### Met4 routing

The bar under the picture is 20 um long.
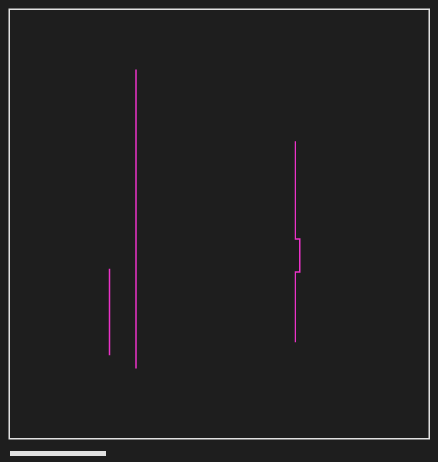
### Ports around the boundary

Pins as bars across the die edge, other pins in grey.
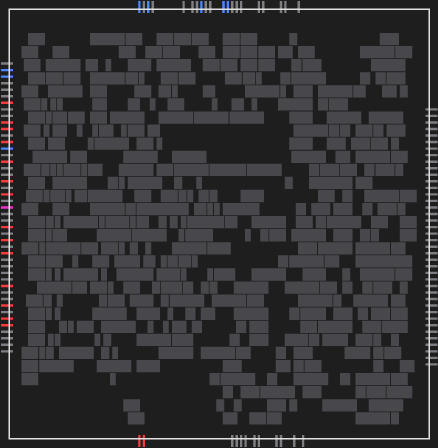
### Clock network drawn from the DEF

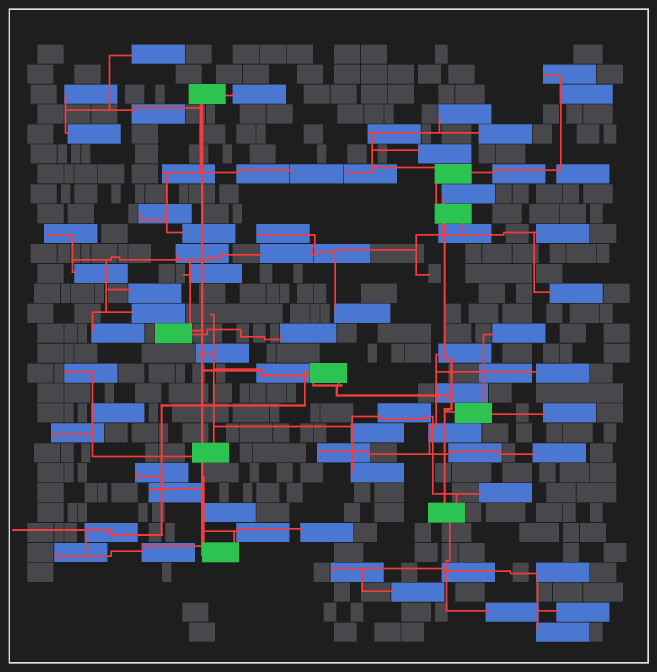
===== config.mk =====
export PLATFORM = sky130hd
export DESIGN_NAME = mem_port_arbiter_flat
export DESIGN_NICKNAME = d
export VERILOG_FILES = /design/src/rtl/mem_port_arbiter_if.sv /design/src/rtl/mem_port_arbiter.sv /design/src/flat_wrapper.sv
export SDC_FILE = /design/constraint.sdc
export NUM_CORES = 1
export LEC_CHECK = 0
export CORE_AREA = 2 2 85 87
export CTS_CLUSTER_SIZE = 30
export DETAILED_ROUTE_END_ITERATION = 10
export DIE_AREA = 0 0 87 89
export GPL_ROUTABILITY_DRIVEN = 0
export HOLD_SLACK_MARGIN = 0.03
export PLACE_DENSITY = 0.77
export SETUP_SLACK_MARGIN = 0.05
export SLEW_MARGIN = 20
export SYNTH_ARGS = -nofsm -noshare
export SYNTH_HDL_FRONTEND = slang
export SYNTH_SLANG_ARGS = --single-unit

===== constraint.sdc =====
create_clock -name clk -period 1.9 [get_ports clk]
set_clock_uncertainty 0.05 [all_clocks]
set_input_delay 0.19 -clock clk [delete_from_list [all_inputs] [get_ports clk]]
set_output_delay 0.19 -clock clk [all_outputs]
set_load 0.02 [all_outputs]

===== src/rtl/mem_port_arbiter_if.sv =====
// Core-side request/response ports, RAM-side bus and stall signals of the
// instruction/data RAM port arbiter.
interface mem_port_arbiter_if #(
    parameter int unsigned WIDTH  = 16,
    parameter int unsigned AWIDTH = 8
);
    // Fetch (IF) port
    logic              if_req;
    logic [AWIDTH-1:0] if_addr;
    logic              if_gnt;
    logic              if_valid;
    logic [WIDTH-1:0]  if_rdata;
    // Data (MEM) port
    logic              dm_req;
    logic              dm_we;
    logic [AWIDTH-1:0] dm_addr;
    logic [WIDTH-1:0]  dm_wdata;
    logic              dm_gnt;
    logic              dm_valid;
    logic [WIDTH-1:0]  dm_rdata;
    // RAM macro side
    logic              mem_en;
    logic              mem_we;
    logic [AWIDTH-1:0] mem_addr;
    logic [WIDTH-1:0]  mem_wdata;
    logic [WIDTH-1:0]  mem_rdata;
    // Hazard unit
    logic              stall_if;
    logic              stall_mem;

    // Arbiter view
    modport slave (
        input  if_req, if_addr, dm_req, dm_we, dm_addr, dm_wdata, mem_rdata,
        output if_gnt, if_valid, if_rdata, dm_gnt, dm_valid, dm_rdata,
        output mem_en, mem_we, mem_addr, mem_wdata, stall_if, stall_mem
    );

    // Core stages plus RAM macro view
    modport master (
        output if_req, if_addr, dm_req, dm_we, dm_addr, dm_wdata, mem_rdata,
        input  if_gnt, if_valid, if_rdata, dm_gnt, dm_valid, dm_rdata,
        input  mem_en, mem_we, mem_addr, mem_wdata, stall_if, stall_mem
    );
endinterface


===== src/rtl/mem_port_arbiter.sv =====
// Shares one single-port RAM between the fetch and memory stages. One access in
// flight at a time; MEM has priority, IF wins after STARVE_MAX consecutive MEM
// grants taken while it was waiting. All RAM-side outputs are registered.
module mem_port_arbiter #(
    parameter int unsigned WIDTH      = 16,
    parameter int unsigned AWIDTH     = 8,
    parameter int unsigned MEM_LAT    = 1,
    parameter int unsigned STARVE_MAX = 4
) (
    input logic              clk,
    input logic              rst,
    mem_port_arbiter_if.slave bus
);

    typedef enum logic [1:0] {StIdle, StAccess, StWait} state_e;

    state_e            state_q, state_d;
    logic              win_dm_q, win_dm_d;   // winner is the MEM port
    logic              win_we_q, win_we_d;   // winner access is a write
    logic [1:0]        lat_q, lat_d;
    logic [3:0]        starve_q, starve_d;
    logic              mem_en_q, mem_en_d;
    logic              mem_we_q, mem_we_d;
    logic [AWIDTH-1:0] mem_addr_q, mem_addr_d;
    logic [WIDTH-1:0]  mem_wdata_q, mem_wdata_d;
    logic              if_gnt_q, if_gnt_d;
    logic              dm_gnt_q, dm_gnt_d;
    logic              if_valid_q, if_valid_d;
    logic              dm_valid_q, dm_valid_d;
    logic [WIDTH-1:0]  if_rdata_q, if_rdata_d;
    logic [WIDTH-1:0]  dm_rdata_q, dm_rdata_d;
    logic              pick_if, pick_dm;

    // Arbitration, access sequencing and starvation tracking
    always_comb begin
        state_d     = state_q;
        win_dm_d    = win_dm_q;
        win_we_d    = win_we_q;
        lat_d       = lat_q;
        starve_d    = starve_q;
        mem_en_d    = 1'b0;
        mem_we_d    = 1'b0;
        mem_addr_d  = mem_addr_q;
        mem_wdata_d = mem_wdata_q;
        if_gnt_d    = 1'b0;
        dm_gnt_d    = 1'b0;
        if_valid_d  = 1'b0;
        dm_valid_d  = 1'b0;
        pick_if     = 1'b0;
        pick_dm     = 1'b0;

        unique case (state_q)
            StIdle: begin
                if (bus.if_req || bus.dm_req) begin
                    pick_if     = bus.if_req &&
                                  (!bus.dm_req || starve_q == 4'(STARVE_MAX));
                    pick_dm     = !pick_if;
                    state_d     = StAccess;
                    win_dm_d    = pick_dm;
                    win_we_d    = pick_dm && bus.dm_we;
                    mem_en_d    = 1'b1;
                    mem_we_d    = pick_dm && bus.dm_we;
                    mem_addr_d  = pick_dm ? bus.dm_addr : bus.if_addr;
                    if (pick_dm && bus.dm_we) begin
                        mem_wdata_d = bus.dm_wdata;
                    end
                    if_gnt_d    = pick_if;
                    dm_gnt_d    = pick_dm;
                end
            end
            StAccess: begin
                if (win_we_q) begin
                    state_d    = StIdle;
                    dm_valid_d = 1'b1;
                end else if (MEM_LAT <= 1) begin
                    // The valid cycle is already spent back in IDLE, so a
                    // held request re-arbitrates at its closing edge.
                    state_d    = StIdle;
                    if_valid_d = !win_dm_q;
                    dm_valid_d = win_dm_q;
                end else begin
                    state_d = StWait;
                    lat_d   = 2'(MEM_LAT - 2);
                end
            end
            StWait: begin
                if (lat_q == 2'd0) begin
                    state_d    = StIdle;
                    if_valid_d = !win_dm_q;
                    dm_valid_d = win_dm_q;
                end else begin
                    lat_d = lat_q - 2'd1;
                end
            end
            default: state_d = StIdle;
        endcase

        // Only grants taken while IF is actually waiting count towards starvation
        if (!bus.if_req || pick_if) begin
            starve_d = 4'd0;
        end else if (pick_dm && starve_q != 4'(STARVE_MAX)) begin
            starve_d = starve_q + 4'd1;
        end

        // Read data is live from the RAM in the valid cycle and held afterwards
        if_rdata_d = if_valid_q ? bus.mem_rdata : if_rdata_q;
        dm_rdata_d = (dm_valid_q && !win_we_q) ? bus.mem_rdata : dm_rdata_q;
    end

    // State and output registers with synchronous reset
    always_ff @(posedge clk) begin
        if (rst) begin
            state_q     <= StIdle;
            win_dm_q    <= 1'b0;
            win_we_q    <= 1'b0;
            lat_q       <= 2'd0;
            starve_q    <= 4'd0;
            mem_en_q    <= 1'b0;
            mem_we_q    <= 1'b0;
            mem_addr_q  <= '0;
            mem_wdata_q <= '0;
            if_gnt_q    <= 1'b0;
            dm_gnt_q    <= 1'b0;
            if_valid_q  <= 1'b0;
            dm_valid_q  <= 1'b0;
            if_rdata_q  <= '0;
            dm_rdata_q  <= '0;
        end else begin
            state_q     <= state_d;
            win_dm_q    <= win_dm_d;
            win_we_q    <= win_we_d;
            lat_q       <= lat_d;
            starve_q    <= starve_d;
            mem_en_q    <= mem_en_d;
            mem_we_q    <= mem_we_d;
            mem_addr_q  <= mem_addr_d;
            mem_wdata_q <= mem_wdata_d;
            if_gnt_q    <= if_gnt_d;
            dm_gnt_q    <= dm_gnt_d;
            if_valid_q  <= if_valid_d;
            dm_valid_q  <= dm_valid_d;
            if_rdata_q  <= if_rdata_d;
            dm_rdata_q  <= dm_rdata_d;
        end
    end

    assign bus.mem_en    = mem_en_q;
    assign bus.mem_we    = mem_we_q;
    assign bus.mem_addr  = mem_addr_q;
    assign bus.mem_wdata = mem_wdata_q;
    assign bus.if_gnt    = if_gnt_q;
    assign bus.dm_gnt    = dm_gnt_q;
    assign bus.if_valid  = if_valid_q;
    assign bus.dm_valid  = dm_valid_q;
    assign bus.if_rdata  = if_rdata_d;
    assign bus.dm_rdata  = dm_rdata_d;
    assign bus.stall_if  = bus.if_req & ~if_valid_q;
    assign bus.stall_mem = bus.dm_req & ~dm_valid_q;

endmodule


===== src/flat_wrapper.sv =====
// flat-port wrapper written by rule: the top's interface ports become plain ports
module mem_port_arbiter_flat 
#(
    parameter int unsigned WIDTH      = 16,
    parameter int unsigned AWIDTH     = 8,
    parameter int unsigned MEM_LAT    = 1,
    parameter int unsigned STARVE_MAX = 4
)
  (clk, rst, bus_if_req, bus_if_addr, bus_dm_req, bus_dm_we, bus_dm_addr, bus_dm_wdata, bus_mem_rdata, bus_if_gnt, bus_if_valid, bus_if_rdata, bus_dm_gnt, bus_dm_valid, bus_dm_rdata, bus_mem_en, bus_mem_we, bus_mem_addr, bus_mem_wdata, bus_stall_if, bus_stall_mem);
  mem_port_arbiter_if #(.WIDTH(WIDTH), .AWIDTH(AWIDTH)) bus_i ();
  input logic clk;
  input logic rst;
  input wire logic [$bits(bus_i.if_req)-1:0] bus_if_req;
  input wire logic [$bits(bus_i.if_addr)-1:0] bus_if_addr;
  input wire logic [$bits(bus_i.dm_req)-1:0] bus_dm_req;
  input wire logic [$bits(bus_i.dm_we)-1:0] bus_dm_we;
  input wire logic [$bits(bus_i.dm_addr)-1:0] bus_dm_addr;
  input wire logic [$bits(bus_i.dm_wdata)-1:0] bus_dm_wdata;
  input wire logic [$bits(bus_i.mem_rdata)-1:0] bus_mem_rdata;
  output wire logic [$bits(bus_i.if_gnt)-1:0] bus_if_gnt;
  output wire logic [$bits(bus_i.if_valid)-1:0] bus_if_valid;
  output wire logic [$bits(bus_i.if_rdata)-1:0] bus_if_rdata;
  output wire logic [$bits(bus_i.dm_gnt)-1:0] bus_dm_gnt;
  output wire logic [$bits(bus_i.dm_valid)-1:0] bus_dm_valid;
  output wire logic [$bits(bus_i.dm_rdata)-1:0] bus_dm_rdata;
  output wire logic [$bits(bus_i.mem_en)-1:0] bus_mem_en;
  output wire logic [$bits(bus_i.mem_we)-1:0] bus_mem_we;
  output wire logic [$bits(bus_i.mem_addr)-1:0] bus_mem_addr;
  output wire logic [$bits(bus_i.mem_wdata)-1:0] bus_mem_wdata;
  output wire logic [$bits(bus_i.stall_if)-1:0] bus_stall_if;
  output wire logic [$bits(bus_i.stall_mem)-1:0] bus_stall_mem;
  assign bus_i.if_req = bus_if_req;
  assign bus_i.if_addr = bus_if_addr;
  assign bus_i.dm_req = bus_dm_req;
  assign bus_i.dm_we = bus_dm_we;
  assign bus_i.dm_addr = bus_dm_addr;
  assign bus_i.dm_wdata = bus_dm_wdata;
  assign bus_i.mem_rdata = bus_mem_rdata;
  assign bus_if_gnt = bus_i.if_gnt;
  assign bus_if_valid = bus_i.if_valid;
  assign bus_if_rdata = bus_i.if_rdata;
  assign bus_dm_gnt = bus_i.dm_gnt;
  assign bus_dm_valid = bus_i.dm_valid;
  assign bus_dm_rdata = bus_i.dm_rdata;
  assign bus_mem_en = bus_i.mem_en;
  assign bus_mem_we = bus_i.mem_we;
  assign bus_mem_addr = bus_i.mem_addr;
  assign bus_mem_wdata = bus_i.mem_wdata;
  assign bus_stall_if = bus_i.stall_if;
  assign bus_stall_mem = bus_i.stall_mem;
  mem_port_arbiter #(.WIDTH(WIDTH), .AWIDTH(AWIDTH), .MEM_LAT(MEM_LAT), .STARVE_MAX(STARVE_MAX)) u_core (.clk(clk), .rst(rst), .bus(bus_i));
endmodule

==> GITHUB_STEP_SUMMARY <==
### Yosys + OpenROAD results

| Metric | Value |
|---|---|
| Share of cells above drive strength 1 | `roughly 22%` |
| Fillers | `578` |
| Crit path to | `bus_dm_rdata[0]` |
| Placed insts | `456` |
| Largest net degree at the start of global routing | `36` |
| CTS tree | `yes` |
| Crit path launch | `u_core.win_we_q` |
| WL met1 | `roughly 2900 um` |
| DR WL/cell | `approximately 14 um` |
| CTS max path bufs | `2` |
| Distinct lib cells used | `32` |
| Status | `finished, final reports clean` |
| Cts hold-fix bufs | `0` |
| Nonclk buf count | `126` |
| Met3 wire len | `729 um` |
| FF+latch area | `approximately 1400 um^2` |
| EDFF count, synth | `0` |
| DP Area | `between 4000 and 5000 um^2` |
| Via/cell ratio | `around 4.8` |
| Core ar. | `6720 um^2` |
| Final min period | `1830 ps` |
| Area leader, netlist | `dfxtp_1` |
-- 'Met4 routing' (at the start) --
wire length on this layer = 123 um
nets with wire on the layer = 2
main direction = vertical
share of all routed wire = 1.8%
drt total wl: 6640 um
total number of vias: 2281

-- 'Ports around the boundary' (at the start) --
bus_dm_gnt -> magenta  # pins 1, direction output, edge left
bus_if_addr -> blue  # pins 8, direction input, edge 5 top, 3 left
bus_mem_wdata -> red  # pins 16, direction output, edge 14 left, 2 bottom
all pins by edge = 45 left, 40 right, 20 top, 12 bottom
Die Ht: 89 um
die width: 87 um
port bufs: 116

-- 'Clock network drawn from the DEF' (at the start) --
cells driving clock nets -> green  # count 9
flip-flops -> blue  # count 69
clock wires -> red  # length 885 um
routed clock nets = 10
clock share of power: 34.8%
Clock net power: 1.14 mW
clk_lat worst skew: 340 ps

No activity file was given, so power comes from the tool's default toggle rates.
